[src/rtl/bus_ctrl_pkg.sv]
// ============================================================================
// Module      : bus_ctrl_pkg
// Description : Shared FSM state encoding and slave register addresses.
// Revision    : 1.0 - initial release
// ============================================================================
`default_nettype none

package bus_ctrl_pkg;

  typedef enum logic [2:0] {
    IDLE   = 3'd0,
    LOAD_A = 3'd1,
    LOAD_B = 3'd2,
    START  = 3'd3,
    WAIT   = 3'd4,
    DONE   = 3'd5
  } state_e;

  localparam logic [31:0] ADDR_START = 32'd0;
  localparam logic [31:0] ADDR_OP_A  = 32'd1;
  localparam logic [31:0] ADDR_OP_B  = 32'd2;

endpackage

`default_nettype wire

[src/rtl/rr_arbiter_2.sv]
// ============================================================================
// Module      : rr_arbiter_2
// Description : Two-way combinational round-robin arbiter, one-hot grant.
// Revision    : 1.0 - initial release
// ============================================================================
`default_nettype none

module rr_arbiter_2 (
  input  logic [1:0] req_i,
  input  logic       last_i,
  output logic [1:0] gnt_o
);

  always_comb begin
    gnt_o = 2'b00;
    case (req_i)
      2'b01:   gnt_o = 2'b01;
      2'b10:   gnt_o = 2'b10;
      // On a tie the requester that was not served last wins.
      2'b11:   gnt_o = last_i ? 2'b01 : 2'b10;
      default: gnt_o = 2'b00;
    endcase
  end

endmodule

`default_nettype wire

[src/rtl/bus_master_arbiter.sv]
// ============================================================================
// Module      : bus_master_arbiter
// Description : Arbitrates two requesters onto a slave multiplier register bus.
// Revision    : 1.0 - initial release
// ============================================================================
`default_nettype none

module bus_master_arbiter
  import bus_ctrl_pkg::*;
#(
  parameter int unsigned DATA_W      = 32,
  parameter int unsigned TIMEOUT_CYC = 16
) (
  input  logic              clk,
  input  logic              rst,
  input  logic [1:0]        req,
  input  logic [DATA_W-1:0] op_a0,
  input  logic [DATA_W-1:0] op_b0,
  input  logic [DATA_W-1:0] op_a1,
  input  logic [DATA_W-1:0] op_b1,
  output logic [1:0]        gnt,
  output logic [1:0]        done,
  output logic              err,
  output logic [DATA_W-1:0] result,
  output logic              s_valid,
  output logic              s_start,
  output logic [31:0]       s_address,
  output logic [DATA_W-1:0] s_wdata,
  input  logic              s_ready,
  input  logic [DATA_W-1:0] s_result
);

  // Counter value seen on the last permitted WAIT cycle.
  localparam logic [7:0] TIMEOUT_LAST = 8'(TIMEOUT_CYC - 1);

  state_e            state_q, state_d;
  logic [1:0]        gnt_q;
  logic [1:0]        done_q;
  logic              err_q;
  logic [DATA_W-1:0] result_q;
  logic              last_q;
  logic [7:0]        cnt_q;
  logic [DATA_W-1:0] opa_q, opb_q;
  logic [1:0]        arb_gnt;

  rr_arbiter_2 u_arb (
    .req_i  (req),
    .last_i (last_q),
    .gnt_o  (arb_gnt)
  );

  always_comb begin
    state_d   = state_q;
    s_valid   = 1'b0;
    s_start   = 1'b0;
    s_address = ADDR_START;
    s_wdata   = '0;
    case (state_q)
      IDLE:   if (req != 2'b00) state_d = LOAD_A;
      LOAD_A: begin
        s_valid   = 1'b1;
        s_address = ADDR_OP_A;
        s_wdata   = opa_q;
        state_d   = LOAD_B;
      end
      LOAD_B: begin
        s_valid   = 1'b1;
        s_address = ADDR_OP_B;
        s_wdata   = opb_q;
        state_d   = START;
      end
      START: begin
        s_valid = 1'b1;
        s_start = 1'b1;
        state_d = WAIT;
      end
      WAIT:   if (s_ready || (cnt_q == TIMEOUT_LAST)) state_d = DONE;
      DONE:   state_d = IDLE;
      default: state_d = IDLE;
    endcase
  end

  always_ff @(posedge clk) begin
    if (rst) begin
      state_q  <= IDLE;
      gnt_q    <= 2'b00;
      done_q   <= 2'b00;
      err_q    <= 1'b0;
      result_q <= '0;
      last_q   <= 1'b1;
      cnt_q    <= 8'd0;
      opa_q    <= '0;
      opb_q    <= '0;
    end else begin
      state_q <= state_d;
      case (state_q)
        IDLE: begin
          if (req != 2'b00) begin
            gnt_q <= arb_gnt;
            opa_q <= arb_gnt[1] ? op_a1 : op_a0;
            opb_q <= arb_gnt[1] ? op_b1 : op_b0;
          end
        end
        START: cnt_q <= 8'd0;
        WAIT: begin
          cnt_q <= cnt_q + 8'd1;
          // A ready on the final cycle takes precedence over the timeout.
          if (s_ready) begin
            result_q <= s_result;
            err_q    <= 1'b0;
            done_q   <= gnt_q;
          end else if (cnt_q == TIMEOUT_LAST) begin
            result_q <= '0;
            err_q    <= 1'b1;
            done_q   <= gnt_q;
          end
        end
        DONE: begin
          done_q <= 2'b00;
          gnt_q  <= 2'b00;
          last_q <= gnt_q[1];
        end
        default: ;
      endcase
    end
  end

  assign gnt    = gnt_q;
  assign done   = done_q;
  assign err    = err_q;
  assign result = result_q;

endmodule

`default_nettype wire

[config.mk]
export PLATFORM = sky130hd
export DESIGN_NAME = bus_master_arbiter
export DESIGN_NICKNAME = d
export VERILOG_FILES = /design/src/rtl/bus_ctrl_pkg.sv /design/src/rtl/rr_arbiter_2.sv /design/src/rtl/bus_master_arbiter.sv
export SDC_FILE = /design/constraint.sdc
export NUM_CORES = 1
export LEC_CHECK = 0
export ABC_AREA = 0
export CORE_MARGIN = 2
export CORE_UTILIZATION = 43
export DETAILED_ROUTE_END_ITERATION = 12
export GPL_TIMING_DRIVEN = 0
export PLACE_DENSITY = 0.95
export REMOVE_ABC_BUFFERS = 1
export SLEW_MARGIN = 15
export SYNTH_ARGS = -nofsm -noshare
export SYNTH_HDL_FRONTEND = slang
export SYNTH_SLANG_ARGS = --single-unit
export TNS_END_PERCENT = 5
[constraint.sdc]
create_clock -name clk -period 2.9 [get_ports clk]
set_input_delay 0.58 -clock clk [delete_from_list [all_inputs] [get_ports clk]]
set_output_delay 0.58 -clock clk [all_outputs]
set_load 0.02 [all_outputs]
==> run notes, run 1 <==
run results: Total Power Consumption=0.005171 W, Reg clk slew, reported paths=50 ps, CP max stage delay=slightly above 600 ps, syn avg cell area=slightly below 10 um2, status=complete, no violations, die area=12680 um2, WL/cell=16.90 um, Worst R2R Path Depth=3, Nets=914, yosys synthesis chip area=between 5000 and 6000 um2, synth unique cells=40, part of the power in the clock network=42.6%, CP Class=reg -> out, CP max-delay cell=clkdlybuf4s50_1, Worst Path Required=2320 ps, Crit Path Max Fanout=22, Final Critical Period=~2800 ps, grt met1 use=between 20 and 30%, R2R Path Start=state_q[2], maximum VDD drop=about 0.00047 V
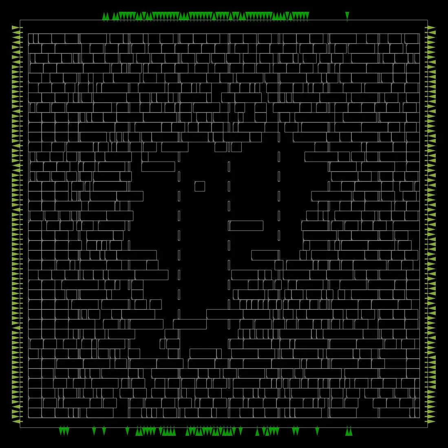
**Above:** run 1 (cell placement).
tapcell count: 143
sequential share of cell area: 27.69%
Util after Layout: 71.45%
Cell Count, Final, Fillers Out: 904
# fillers: 768

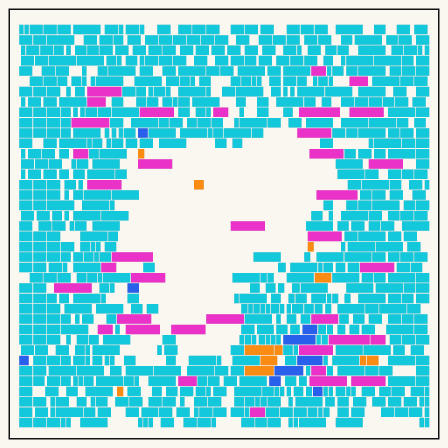
**Above:** run 1 (sizing map).
size	colour	cells
x1 and smaller	cyan	704
x2	orange	11
x6 and larger	magenta	37
x3 and x4	blue	9

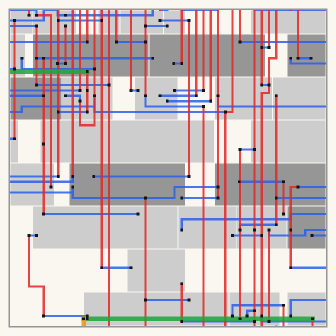
**Above:** run 1 (close-up of the layout).
Region (74, 74) to (94, 94) um. Cells in grey, sequential cells in the stronger grey; small squares are vias.
layer	colour
M4	orange
M2	red
M3	green
M1	blue
netlist names of flops here include	opa_q (2)
most frequent	clkdlybuf4s50_1 (6), dfxtp_1 (4)
sequential cells in the window	4
cells with their middle in the window	24

==> inputs of run 2 (changes only) <==
--- a/config.mk
+++ b/config.mk
@@ -12,7 +12,6 @@
 export GPL_TIMING_DRIVEN = 0
 export PLACE_DENSITY = 0.95
 export REMOVE_ABC_BUFFERS = 1
-export SLEW_MARGIN = 15
 export SYNTH_ARGS = -nofsm -noshare
 export SYNTH_HDL_FRONTEND = slang
 export SYNTH_SLANG_ARGS = --single-unit
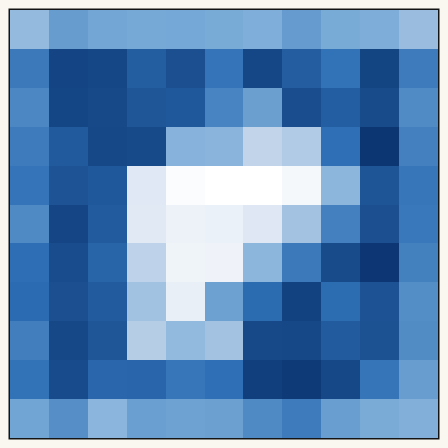
**Above:** run 2 (cell density map).
The die is cut into 11 by 11 equal tiles; white is low, dark blue is high, 0 to 100% covered.
nearly empty tiles	1.7%
emptiest ninth of the die	centre
tiles over 75% full	39%
fullest tile	98%

==> run notes, run 2 <==
run results: status=complete, no violations, Final Critical Period=2825 ps (-1.311 ps), Post-Route M1 WL=5903 um, Crit Path Max Fanout=14 (-36%), vias=4942, Cell Count, Final, Fillers Out=906 (+0.22%), post-route cell area=8208 um2, critical path cell sequence=nor2_2, and2_4, buf_12, a22o_1, clkdlybuf4s50_1, Total Power Consumption=0.005114 W (-1.1%), die y size=112.6 um, final worst clock skew=around 10 ps, Worst Hold Launch=result[30], CP Class=reg -> out, CP max stage delay=640 ps (+30 ps), biggest area consumer among synthesized cells=dfxtp_1, part of the power in the clock network=41.2% (-1.4 points), met3 GRT Util=7.343%, fin crit share=a little over nine tenths, postcts setup bufs=3, Worst Path Required=2320 ps (about the same), EDFF count, synth=0, Reg clk slew, reported paths=50 ps (about the same), synthesized area=between 5000 and 6000 um2, synth unique cells=40 (unchanged), grt met1 use=25.78% (+0.50 points), unrepaired setup endpoints after global routing=true, diode count=0, Post-CTS Hold Fix Bufs=0, syn avg cell area=9.623 um2 (unchanged), Nets=916 (+0.22%), Placed Instances=around 870, H-tree levels=4, Util after Layout=71.58% (+0.13 points), worst r2r dst=result[14], CTS Root Cell=clkbuf_16, CP max-delay cell=clkdlybuf4s50_1, Worst R2R Path Depth=3 (unchanged), sequential share of cell area=27.61% (-0.081 points), R2R Path Start=state_q[2], die area=12680 um2 (unchanged), maximum VDD drop=0.0004447 V (-4.4%), post-synth top area share=44.61%, # fillers=756 (-1.6%), WL/cell=17.50 um (+3.5%), tapcell count=143 (unchanged), async set-reset flop share out of synthesis=0%, yosys synthesis chip area=5071 um2 (unchanged)
Power is estimated from default activity; no workload was simulated.
